<file path="src/rtl/ram_arb_pkg.sv">
// ram_arb_pkg: shared FSM state encoding and memory-op codes for the SRAM port arbiter
package ram_arb_pkg;
    typedef enum logic [1:0] {
        IDLE  = 2'd0,
        IF_RD = 2'd1,
        ME_RD = 2'd2,
        ME_WR = 2'd3
    } arbState_t;

    localparam logic [1:0] MEM_NONE  = 2'b00;
    localparam logic [1:0] MEM_READ  = 2'b01;
    localparam logic [1:0] MEM_WRITE = 2'b10;

    function automatic logic isMemOp(input logic [1:0] ctrl);
        return ctrl == MEM_READ || ctrl == MEM_WRITE;
    endfunction
endpackage

</file>
<file path="src/rtl/ram_port_arbiter_if.sv">
// ram_port_arbiter_if: CPU fetch/data ports plus SRAM pins of the arbiter
//   if_*   instruction fetch port (B port)
//   me_*   data access port (A port), me_ctrl 00 none / 01 read / 10 write / 11 none
//   stall  pipeline hold
//   ram_*  board SRAM pins, strobes active low
//   slave  = arbiter view, master = pipeline + SRAM view
interface ram_port_arbiter_if #(parameter int ADDR_W = 16, parameter int DATA_W = 16);
    logic              if_req;
    logic [ADDR_W-1:0] if_addr;
    logic [DATA_W-1:0] if_rdata;
    logic              if_ready;
    logic [1:0]        me_ctrl;
    logic [ADDR_W-1:0] me_addr;
    logic [DATA_W-1:0] me_wdata;
    logic [DATA_W-1:0] me_rdata;
    logic              me_ready;
    logic              stall;
    logic [ADDR_W-1:0] ram_addr;
    logic [DATA_W-1:0] ram_wdata;
    logic [DATA_W-1:0] ram_rdata;
    logic              ram_data_oe;
    logic              ram_ce_n;
    logic              ram_oe_n;
    logic              ram_we_n;

    modport slave (
        input  if_req, if_addr, me_ctrl, me_addr, me_wdata, ram_rdata,
        output if_rdata, if_ready, me_rdata, me_ready, stall,
               ram_addr, ram_wdata, ram_data_oe, ram_ce_n, ram_oe_n, ram_we_n
    );

    modport master (
        output if_req, if_addr, me_ctrl, me_addr, me_wdata, ram_rdata,
        input  if_rdata, if_ready, me_rdata, me_ready, stall,
               ram_addr, ram_wdata, ram_data_oe, ram_ce_n, ram_oe_n, ram_we_n
    );
endinterface

</file>
<file path="src/rtl/sram_strobe_gen.sv">
// sram_strobe_gen: per-access cycle counter and SRAM strobe decode from (state, cnt)
//   clk, rst    clock, async active-low reset
//   state       arbiter FSM state
//   accessLast  high in the final cycle of an access
//   ram*        ce_n / oe_n / we_n / data_oe pad controls
module sram_strobe_gen
    import ram_arb_pkg::*;
#(
    parameter int WAIT_CYCLES = 2
) (
    input  logic      clk,
    input  logic      rst,
    input  arbState_t state,
    output logic      accessLast,
    output logic      ramCeN,
    output logic      ramOeN,
    output logic      ramWeN,
    output logic      ramDataOe
);
    localparam int CW = $clog2(WAIT_CYCLES + 1);
    localparam logic [CW-1:0] CNT_LAST = CW'(WAIT_CYCLES);

    logic [CW-1:0] cnt;

    always_ff @(posedge clk or negedge rst)
        if (!rst) cnt <= '0;
        else      cnt <= (state == IDLE || accessLast) ? '0 : cnt + 1'b1;

    // Strobes decode straight from registered state, so an async reset forces them inactive at once.
    // we_n is held off in the first and last write cycles to give one cycle of setup and hold.
    always_comb begin
        accessLast = state != IDLE && cnt == CNT_LAST;
        ramCeN     = state == IDLE;
        ramOeN     = !(state == IF_RD || state == ME_RD);
        ramWeN     = !(state == ME_WR && cnt != '0 && cnt != CNT_LAST);
        ramDataOe  = state == ME_WR;
    end
endmodule

</file>
<file path="src/rtl/ram_port_arbiter.sv">
// ram_port_arbiter: shares one single-port SRAM between the fetch and data ports, stalling the pipeline
//   clk, rst  clock, async active-low reset
//   bus       ram_port_arbiter_if.slave: fetch port, data port, stall and SRAM pins
module ram_port_arbiter
    import ram_arb_pkg::*;
#(
    parameter int ADDR_W      = 16,
    parameter int DATA_W      = 16,
    parameter int WAIT_CYCLES = 2
) (
    input  logic                  clk,
    input  logic                  rst,
    ram_port_arbiter_if.slave     bus
);
    arbState_t         state, nextState;
    logic              accessLast, meOp, mePend, ifPend, stall;
    logic              meServed, ifServed;
    logic [DATA_W-1:0] ifRdata, meRdata, ramWdata;
    logic [ADDR_W-1:0] ramAddr;
    logic              ramCeN, ramOeN, ramWeN, ramDataOe;

    sram_strobe_gen #(.WAIT_CYCLES(WAIT_CYCLES)) strobeGen (
        .clk       (clk),
        .rst       (rst),
        .state     (state),
        .accessLast(accessLast),
        .ramCeN    (ramCeN),
        .ramOeN    (ramOeN),
        .ramWeN    (ramWeN),
        .ramDataOe (ramDataOe)
    );

    always_ff @(posedge clk or negedge rst)
        if (!rst) state <= IDLE;
        else      state <= nextState;

    // Data port wins arbitration; every access drops back to IDLE before the next one.
    always_comb
        nextState = state == IDLE ? (mePend ? (bus.me_ctrl == MEM_READ ? ME_RD : ME_WR) :
                                     ifPend ? IF_RD : IDLE) :
                    accessLast    ? IDLE : state;

    always_comb begin
        meOp   = isMemOp(bus.me_ctrl);
        mePend = meOp & ~meServed;
        ifPend = bus.if_req & ~ifServed;
        stall  = mePend | ifPend;
    end

    // Served flags remember finished accesses until the pipeline advances (stall low).
    always_ff @(posedge clk or negedge rst) begin
        if (!rst) begin
            meServed <= 1'b0;
            ifServed <= 1'b0;
            ifRdata  <= '0;
            meRdata  <= '0;
            ramAddr  <= '0;
            ramWdata <= '0;
        end else begin
            if (!stall) begin
                meServed <= 1'b0;
                ifServed <= 1'b0;
            end else if (accessLast) begin
                if (state == IF_RD) ifServed <= 1'b1;
                else                meServed <= 1'b1;
            end
            if (accessLast && state == IF_RD) ifRdata <= bus.ram_rdata;
            if (accessLast && state == ME_RD) meRdata <= bus.ram_rdata;
            if (state == IDLE && mePend) begin
                ramAddr  <= bus.me_addr;
                ramWdata <= bus.me_wdata;
            end else if (state == IDLE && ifPend) begin
                ramAddr  <= bus.if_addr;
            end
        end
    end

    assign bus.stall       = stall;
    assign bus.me_ready    = meServed;
    assign bus.if_ready    = ifServed;
    assign bus.me_rdata    = meRdata;
    assign bus.if_rdata    = ifRdata;
    assign bus.ram_addr    = ramAddr;
    assign bus.ram_wdata   = ramWdata;
    assign bus.ram_ce_n    = ramCeN;
    assign bus.ram_oe_n    = ramOeN;
    assign bus.ram_we_n    = ramWeN;
    assign bus.ram_data_oe = ramDataOe;
endmodule

</file>
<file path="src/flat_wrapper.sv">
// flat-port wrapper written by rule: the top's interface ports become plain ports
module ram_port_arbiter_flat import ram_arb_pkg::*;
#(
    parameter int ADDR_W      = 16,
    parameter int DATA_W      = 16,
    parameter int WAIT_CYCLES = 2
)
  (clk, rst, bus_if_req, bus_if_addr, bus_me_ctrl, bus_me_addr, bus_me_wdata, bus_ram_rdata, bus_if_rdata, bus_if_ready, bus_me_rdata, bus_me_ready, bus_stall, bus_ram_addr, bus_ram_wdata, bus_ram_data_oe, bus_ram_ce_n, bus_ram_oe_n, bus_ram_we_n);
  ram_port_arbiter_if #(.ADDR_W(ADDR_W), .DATA_W(DATA_W)) bus_i ();
  input  logic clk;
  input  logic rst;
  input wire logic [$bits(bus_i.if_req)-1:0] bus_if_req;
  input wire logic [$bits(bus_i.if_addr)-1:0] bus_if_addr;
  input wire logic [$bits(bus_i.me_ctrl)-1:0] bus_me_ctrl;
  input wire logic [$bits(bus_i.me_addr)-1:0] bus_me_addr;
  input wire logic [$bits(bus_i.me_wdata)-1:0] bus_me_wdata;
  input wire logic [$bits(bus_i.ram_rdata)-1:0] bus_ram_rdata;
  output wire logic [$bits(bus_i.if_rdata)-1:0] bus_if_rdata;
  output wire logic [$bits(bus_i.if_ready)-1:0] bus_if_ready;
  output wire logic [$bits(bus_i.me_rdata)-1:0] bus_me_rdata;
  output wire logic [$bits(bus_i.me_ready)-1:0] bus_me_ready;
  output wire logic [$bits(bus_i.stall)-1:0] bus_stall;
  output wire logic [$bits(bus_i.ram_addr)-1:0] bus_ram_addr;
  output wire logic [$bits(bus_i.ram_wdata)-1:0] bus_ram_wdata;
  output wire logic [$bits(bus_i.ram_data_oe)-1:0] bus_ram_data_oe;
  output wire logic [$bits(bus_i.ram_ce_n)-1:0] bus_ram_ce_n;
  output wire logic [$bits(bus_i.ram_oe_n)-1:0] bus_ram_oe_n;
  output wire logic [$bits(bus_i.ram_we_n)-1:0] bus_ram_we_n;
  assign bus_i.if_req = bus_if_req;
  assign bus_i.if_addr = bus_if_addr;
  assign bus_i.me_ctrl = bus_me_ctrl;
  assign bus_i.me_addr = bus_me_addr;
  assign bus_i.me_wdata = bus_me_wdata;
  assign bus_i.ram_rdata = bus_ram_rdata;
  assign bus_if_rdata = bus_i.if_rdata;
  assign bus_if_ready = bus_i.if_ready;
  assign bus_me_rdata = bus_i.me_rdata;
  assign bus_me_ready = bus_i.me_ready;
  assign bus_stall = bus_i.stall;
  assign bus_ram_addr = bus_i.ram_addr;
  assign bus_ram_wdata = bus_i.ram_wdata;
  assign bus_ram_data_oe = bus_i.ram_data_oe;
  assign bus_ram_ce_n = bus_i.ram_ce_n;
  assign bus_ram_oe_n = bus_i.ram_oe_n;
  assign bus_ram_we_n = bus_i.ram_we_n;
  ram_port_arbiter #(.ADDR_W(ADDR_W), .DATA_W(DATA_W), .WAIT_CYCLES(WAIT_CYCLES)) u_core (.clk(clk), .rst(rst), .bus(bus_i));
endmodule
</file>
<file path="config.mk">
export PLATFORM = sky130hd
export DESIGN_NAME = ram_port_arbiter_flat
export DESIGN_NICKNAME = d
export VERILOG_FILES = /design/src/rtl/ram_arb_pkg.sv /design/src/rtl/ram_port_arbiter_if.sv /design/src/rtl/sram_strobe_gen.sv /design/src/rtl/ram_port_arbiter.sv /design/src/flat_wrapper.sv
export SDC_FILE = /design/constraint.sdc
export NUM_CORES = 1
export LEC_CHECK = 0
export CORE_MARGIN = 3
export CORE_UTILIZATION = 28
export DETAILED_ROUTE_END_ITERATION = 8
export HOLD_SLACK_MARGIN = 0.03
export PLACE_DENSITY_LB_ADDON = 0.25
export SETUP_SLACK_MARGIN = 0.5
export SLEW_MARGIN = 20
export SYNTH_ARGS = -nofsm -noshare
export SYNTH_HDL_FRONTEND = slang
export SYNTH_SLANG_ARGS = --single-unit
</file>
<file path="constraint.sdc">
create_clock -name clk -period 4.95 [get_ports clk]
set_input_delay 0.495 -clock clk [delete_from_list [all_inputs] [get_ports clk]]
set_output_delay 0.495 -clock clk [all_outputs]
set_load 0.1 [all_outputs]
</file>
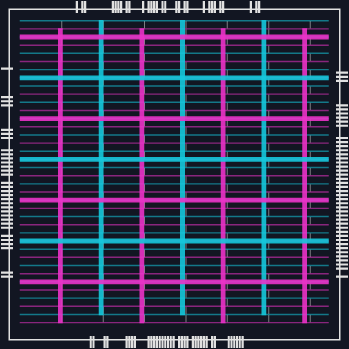
(PDN straps and rails)
Drawn at 3 px/um. Pins as bars on the die edge. Tap cells in grey.
| colour | net |
|---|---|
| cyan | VDD |
| magenta | VSS |
rows: 37
met1 rails: 38
tap cells: 136
Floorplan Core Area: 10,400 um2
overall die width: 110 um

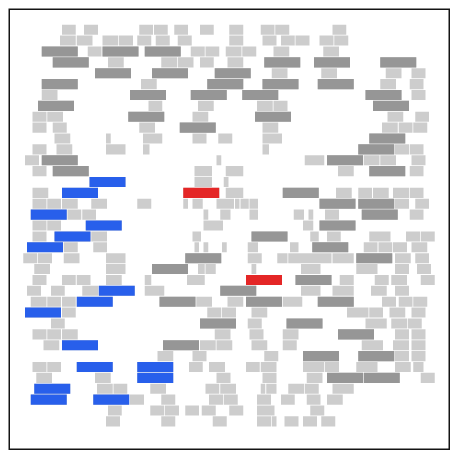
(register map, names as in the netlist)
Drawn at 4 px/um. Other sequential cells in the stronger grey, the rest of the logic in the fainter grey.
| colour | signal | flops |
|---|---|---|
| blue | `u_core.bus.ram_wdata` | 16 |
| red | `u_core.state` | 2 |
not coloured: 52
utilization after layout: 0.452
proportion of cell area occupied by registers: 0.374
Storage cell area: 1750 um2

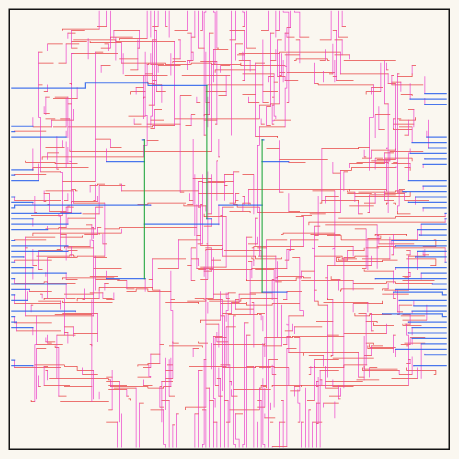
(wiring by layer)
Drawn at 4 px/um.
| colour | layer | wire length |
|---|---|---|
| magenta | M2 | 3,360 um |
| green | M4 | 106 um |
| red | M1 | 2,870 um |
| blue | M3 | 684 um |
wire length per cell after detailed routing: 14.8 um
final wirelength: 7.01 mm

==> ds_physical_params.txt <==
Summary of implementation characteristics

Parameter                              Value

Global routing
  Routing usage on met3    0.0464
  Met2 Use GR    0.201
  Antenna violations before repair    0

Setup path
  Sum of buffers and inverters on the critical path    2
  Kind of cell adding the most delay to the critical path    buffers and inverters
  Critical path cell sequence    inv_1 -> ha_1 -> clkdlybuf4s50_1
  End point of the critical path    bus_ram_ce_n
  Arrival time of data at the critical path endpoint    2350 ps
  Logic depth of the worst setup path including buffers    3
  Worst Setup End Kind    output pin

Final timing
  Max Slew Vio Count    0
  Fin crit share    0.575
  Worst-margin pin slew    1000 ps

Clocking
  Total CTS buffers    9
  Latency at later pin    340 ps
  Clock input transition at the sequential cells of the worst setup and hold paths    70 ps
  Clk sink count    70

Final layout
  Commonest cells after routing, fill and taps aside    clkdlybuf4s50_1 (137), mux2_2 (70), dfrtp_1 (70)
  Clock buffers and inverters, area share    0.0427
  Fraction of area in multi-input gates    0.244
  Inserted Diodes    0
  Logic area    1140 um2

Logic synthesis
  Main logic family after synthesis    multiplexers
  Count of flip-flops with a built-in enable after synthesis    0
  Chip Area, Yosys    3010 um2
  Share of the synthesized area in the top cell type    0.582
  Multiplexer share of the synthesized area    0.312

Min path
  Worst min-delay path class    in2async

Drt
  Post-route met1 wirelength    2.87 mm
  Remaining antenna violation count after routing    0
  DRC errors left    0

Flow run
  Number of warnings the tools reported    30

Run status
  Status    completed
